Figure 1. Layout detail.
Window x 5 to 45, y 47 to 87 um. Cells in gray, sequential cells in the stronger gray; small squares are vias.
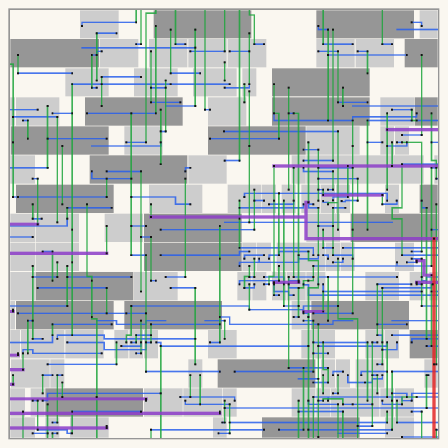
Figure 2. Wiring by layer.
Two of the layers only.
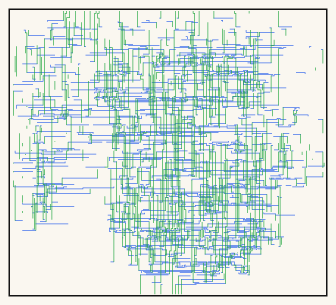
Figure 3. Register map, names as in the netlist.
Bar = 20 um. Other sequential cells in the stronger gray, the rest of the logic in the fainter gray.
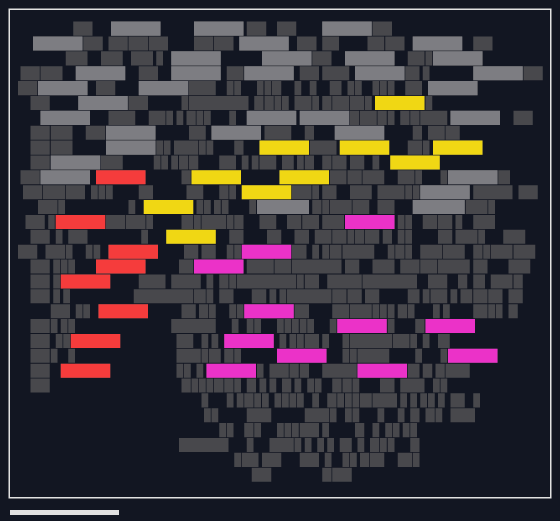
Figure 4. Clock routing.
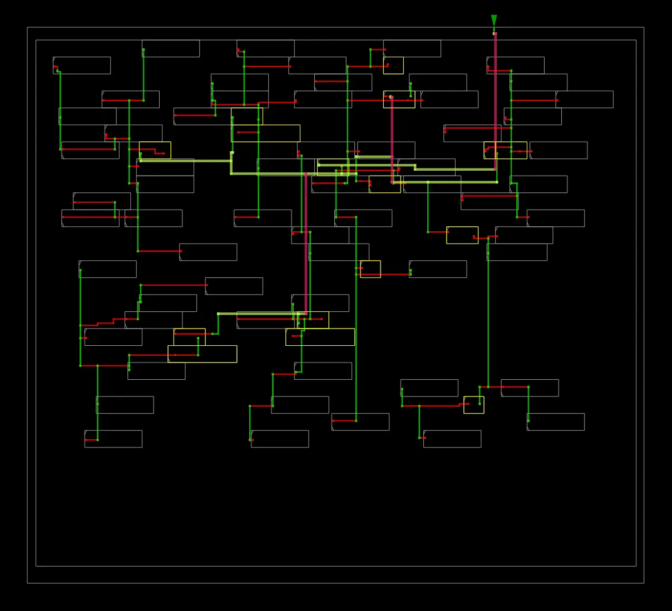
[config.mk]
export PLATFORM = sky130hd
export DESIGN_NAME = ram_fifo_ctrl
export DESIGN_NICKNAME = d
export VERILOG_FILES = /design/src/rtl/ram_fifo_ctrl.sv
export SDC_FILE = /design/constraint.sdc
export NUM_CORES = 1
export LEC_CHECK = 0
export ABC_AREA = 1
export CORE_ASPECT_RATIO = 0.9
export CORE_MARGIN = 1
export CORE_UTILIZATION = 40
export DETAILED_ROUTE_END_ITERATION = 6
export PLACE_DENSITY = 0.68
export SLEW_MARGIN = 20
export SYNTH_ARGS = -nofsm -noshare
export SYNTH_HDL_FRONTEND = slang
export SYNTH_SLANG_ARGS = --single-unit
[constraint.sdc]
create_clock -name clk_i -period 3.1 [get_ports clk_i]
set_clock_uncertainty 0.15 [all_clocks]
set_input_delay 0.62 -clock clk_i [delete_from_list [all_inputs] [get_ports clk_i]]
set_output_delay 0.62 -clock clk_i [all_outputs]
set_load 0.02 [all_outputs]
[src/rtl/ram_fifo_ctrl.sv]
// FIFO controller that time-shares one asynchronous-read RAM port between writes and reads.
// A hold register buffers pushes and an output register presents the head word.
module ram_fifo_ctrl #(
   parameter int unsigned DATAWIDTH = 8,
   parameter int unsigned ADDRWIDTH = 10
) (
   input  logic                 clk_i,
   input  logic                 rst_i,
   input  logic                 push_i,
   input  logic [DATAWIDTH-1:0] push_data_i,
   output logic                 push_ready_o,
   input  logic                 pop_i,
   output logic [DATAWIDTH-1:0] pop_data_o,
   output logic                 pop_valid_o,
   output logic [ADDRWIDTH+1:0] count_o,
   output logic                 full_o,
   output logic                 empty_o,
   output logic [ADDRWIDTH-1:0] ram_addr_o,
   output logic [DATAWIDTH-1:0] ram_data_o,
   output logic                 ram_wen_o,
   input  logic [DATAWIDTH-1:0] ram_data_i
);

   localparam int unsigned DEPTH = 1 << ADDRWIDTH;
   localparam logic [ADDRWIDTH:0] DepthW = (ADDRWIDTH+1)'(DEPTH);
   localparam logic [ADDRWIDTH+1:0] FullCount = (ADDRWIDTH+2)'(DEPTH + 2);

   typedef enum logic [2:0] {
      StIdle  = 3'b001,
      StWrite = 3'b010,
      StRead  = 3'b100
   } state_e;

   state_e                 state_q, state_d;
   logic [ADDRWIDTH-1:0]   wr_ptr_q, wr_ptr_d;
   logic [ADDRWIDTH-1:0]   rd_ptr_q, rd_ptr_d;
   logic [ADDRWIDTH:0]     mem_count_q, mem_count_d;
   logic [DATAWIDTH-1:0]   hold_q, hold_d;
   logic                   hold_valid_q, hold_valid_d;
   logic [DATAWIDTH-1:0]   out_q, out_d;
   logic                   pop_valid_q, pop_valid_d;
   logic                   wen_q, wen_d;
   logic [ADDRWIDTH-1:0]   addr_q, addr_d;
   logic                   push_acc, pop_acc;

   assign push_ready_o = !hold_valid_q || (state_q == StWrite);
   assign push_acc     = push_i && push_ready_o;
   assign pop_acc      = pop_i && pop_valid_q;

   always_comb begin
      hold_d       = hold_q;
      hold_valid_d = hold_valid_q;
      out_d        = out_q;
      wr_ptr_d     = wr_ptr_q;
      rd_ptr_d     = rd_ptr_q;
      mem_count_d  = mem_count_q;
      state_d      = StIdle;

      // A push in a WRITE cycle reloads the hold register as the old word leaves.
      if (push_acc) begin
         hold_d       = push_data_i;
         hold_valid_d = 1'b1;
      end else if (state_q == StWrite) begin
         hold_valid_d = 1'b0;
      end

      unique case (state_q)
         StWrite: begin
            wr_ptr_d    = wr_ptr_q + ADDRWIDTH'(1);
            mem_count_d = mem_count_q + (ADDRWIDTH+1)'(1);
         end
         StRead: begin
            out_d       = ram_data_i;
            rd_ptr_d    = rd_ptr_q + ADDRWIDTH'(1);
            mem_count_d = mem_count_q - (ADDRWIDTH+1)'(1);
         end
         default: ;
      endcase

      pop_valid_d = (pop_valid_q && !pop_acc) || (state_q == StRead);

      // Refilling the output register wins; it cannot repeat, so writes never starve.
      if (!pop_valid_d && (mem_count_d != '0)) begin
         state_d = StRead;
      end else if (hold_valid_d && (mem_count_d < DepthW)) begin
         state_d = StWrite;
      end else begin
         state_d = StIdle;
      end

      wen_d  = (state_d == StWrite);
      addr_d = (state_d == StWrite) ? wr_ptr_d : rd_ptr_d;
   end

   always_ff @(posedge clk_i or posedge rst_i) begin
      if (rst_i) begin
         state_q      <= StIdle;
         wr_ptr_q     <= '0;
         rd_ptr_q     <= '0;
         mem_count_q  <= '0;
         hold_q       <= '0;
         hold_valid_q <= 1'b0;
         out_q        <= '0;
         pop_valid_q  <= 1'b0;
         wen_q        <= 1'b0;
         addr_q       <= '0;
      end else begin
         state_q      <= state_d;
         wr_ptr_q     <= wr_ptr_d;
         rd_ptr_q     <= rd_ptr_d;
         mem_count_q  <= mem_count_d;
         hold_q       <= hold_d;
         hold_valid_q <= hold_valid_d;
         out_q        <= out_d;
         pop_valid_q  <= pop_valid_d;
         wen_q        <= wen_d;
         addr_q       <= addr_d;
      end
   end

   assign ram_wen_o   = wen_q;
   assign ram_addr_o  = addr_q;
   assign ram_data_o  = hold_q;
   assign pop_data_o  = out_q;
   assign pop_valid_o = pop_valid_q;
   assign count_o     = (ADDRWIDTH+2)'(mem_count_q) + (ADDRWIDTH+2)'(hold_valid_q)
                      + (ADDRWIDTH+2)'(pop_valid_q);
   assign full_o      = (count_o == FullCount);
   assign empty_o     = (count_o == '0);

endmodule
==> impl_metrics.yaml <==
# yosys + openroad results
yosys:
  ys_cells: 409
  synth_flops: 62
  ys.flop_type: "dfrtp_1"
  synthesis.area_mm2: 0.00337
  syn_area_per_cell_um2: 8.24
  topCellsByArea: "dfrtp_1 (45%), nand2_1 (14%), inv_1 (7.0%)"
flow_run:
  drv_cap: 0
clock_tree:
  cts_root_buf: "clkbuf_8"
  cts_tree: "done"
  cts_max_level: 3
outcome:
  status: "finished with violations"
  violations: "negative setup slack"
global_routing:
  use_met3_pct: 4.53
  busiest_layer: "met2"
worst_setup_path:
  r2r_cells: 19
  reg2reg_from: "state_q[0]"
  critPathMaxFanout: 2
  cp_cell_sequence: "inv_2 -> fa_2 -> inv_2 -> ha_4 -> buf_4 -> buf_4 -> xor2_1 -> buf_4 -> clkdlybuf4s50_1"
  worstSetupPathType: "register to primary output"
cells_and_area:
  inverters: 64
  area_growth_pct: 42.4
  instances_no_fill: 619
  largest_reg_flops: 11
sta:
  fin_ws_ns: -0.302
  slew_viol_final: 0
  finalSetupViolCount: 8
  worst_slew_pin_slew_ns: 0.754
  rsz0062_at_grt: "true"
route:
  top_layer: "met4"
  met2_length_um: 3940
  drc: 0
hold_path:
  hold_path_depth: 1
  worstHoldEndpoint: "rd_ptr_q[9]"
  min_path_type: "register to register"
die:
  tapcell.inserted: 99
About Figure 1:
- purple: metal 3
- green: metal 2
- blue: metal 1
- red: metal 4
- sequential cells in the window: 20
- cells with their middle in the window: 104
- netlist names of flops here include: ram_data_o (8), rd_ptr_q (4), ram_addr_o (3)
- most frequent: nand2_1 (25), clkdlybuf4s50_1 (21), dfrtp_1 (20)

About Figure 2:
- green: metal 2 (wire length 3,940 um)
- blue: metal 1 (wire length 3,790 um)
final wirelength: 8280 um
GRT Overall Usage: 19.3%
routed vias: 2,994

About Figure 3:
- magenta: mem_count_q (placed flops 11)
- red: pop_data_o (placed flops 8; where west)
- yellow: wr_ptr_q (placed flops 10)
- not colored: 33
fraction of area in registers: 32.4%
Final Core Density: 59.2%
Reg area: 0.00155 mm^2

About Figure 4:
CTS sink count: 62
sequential cells: 62
clock buffer count from CTS: 9

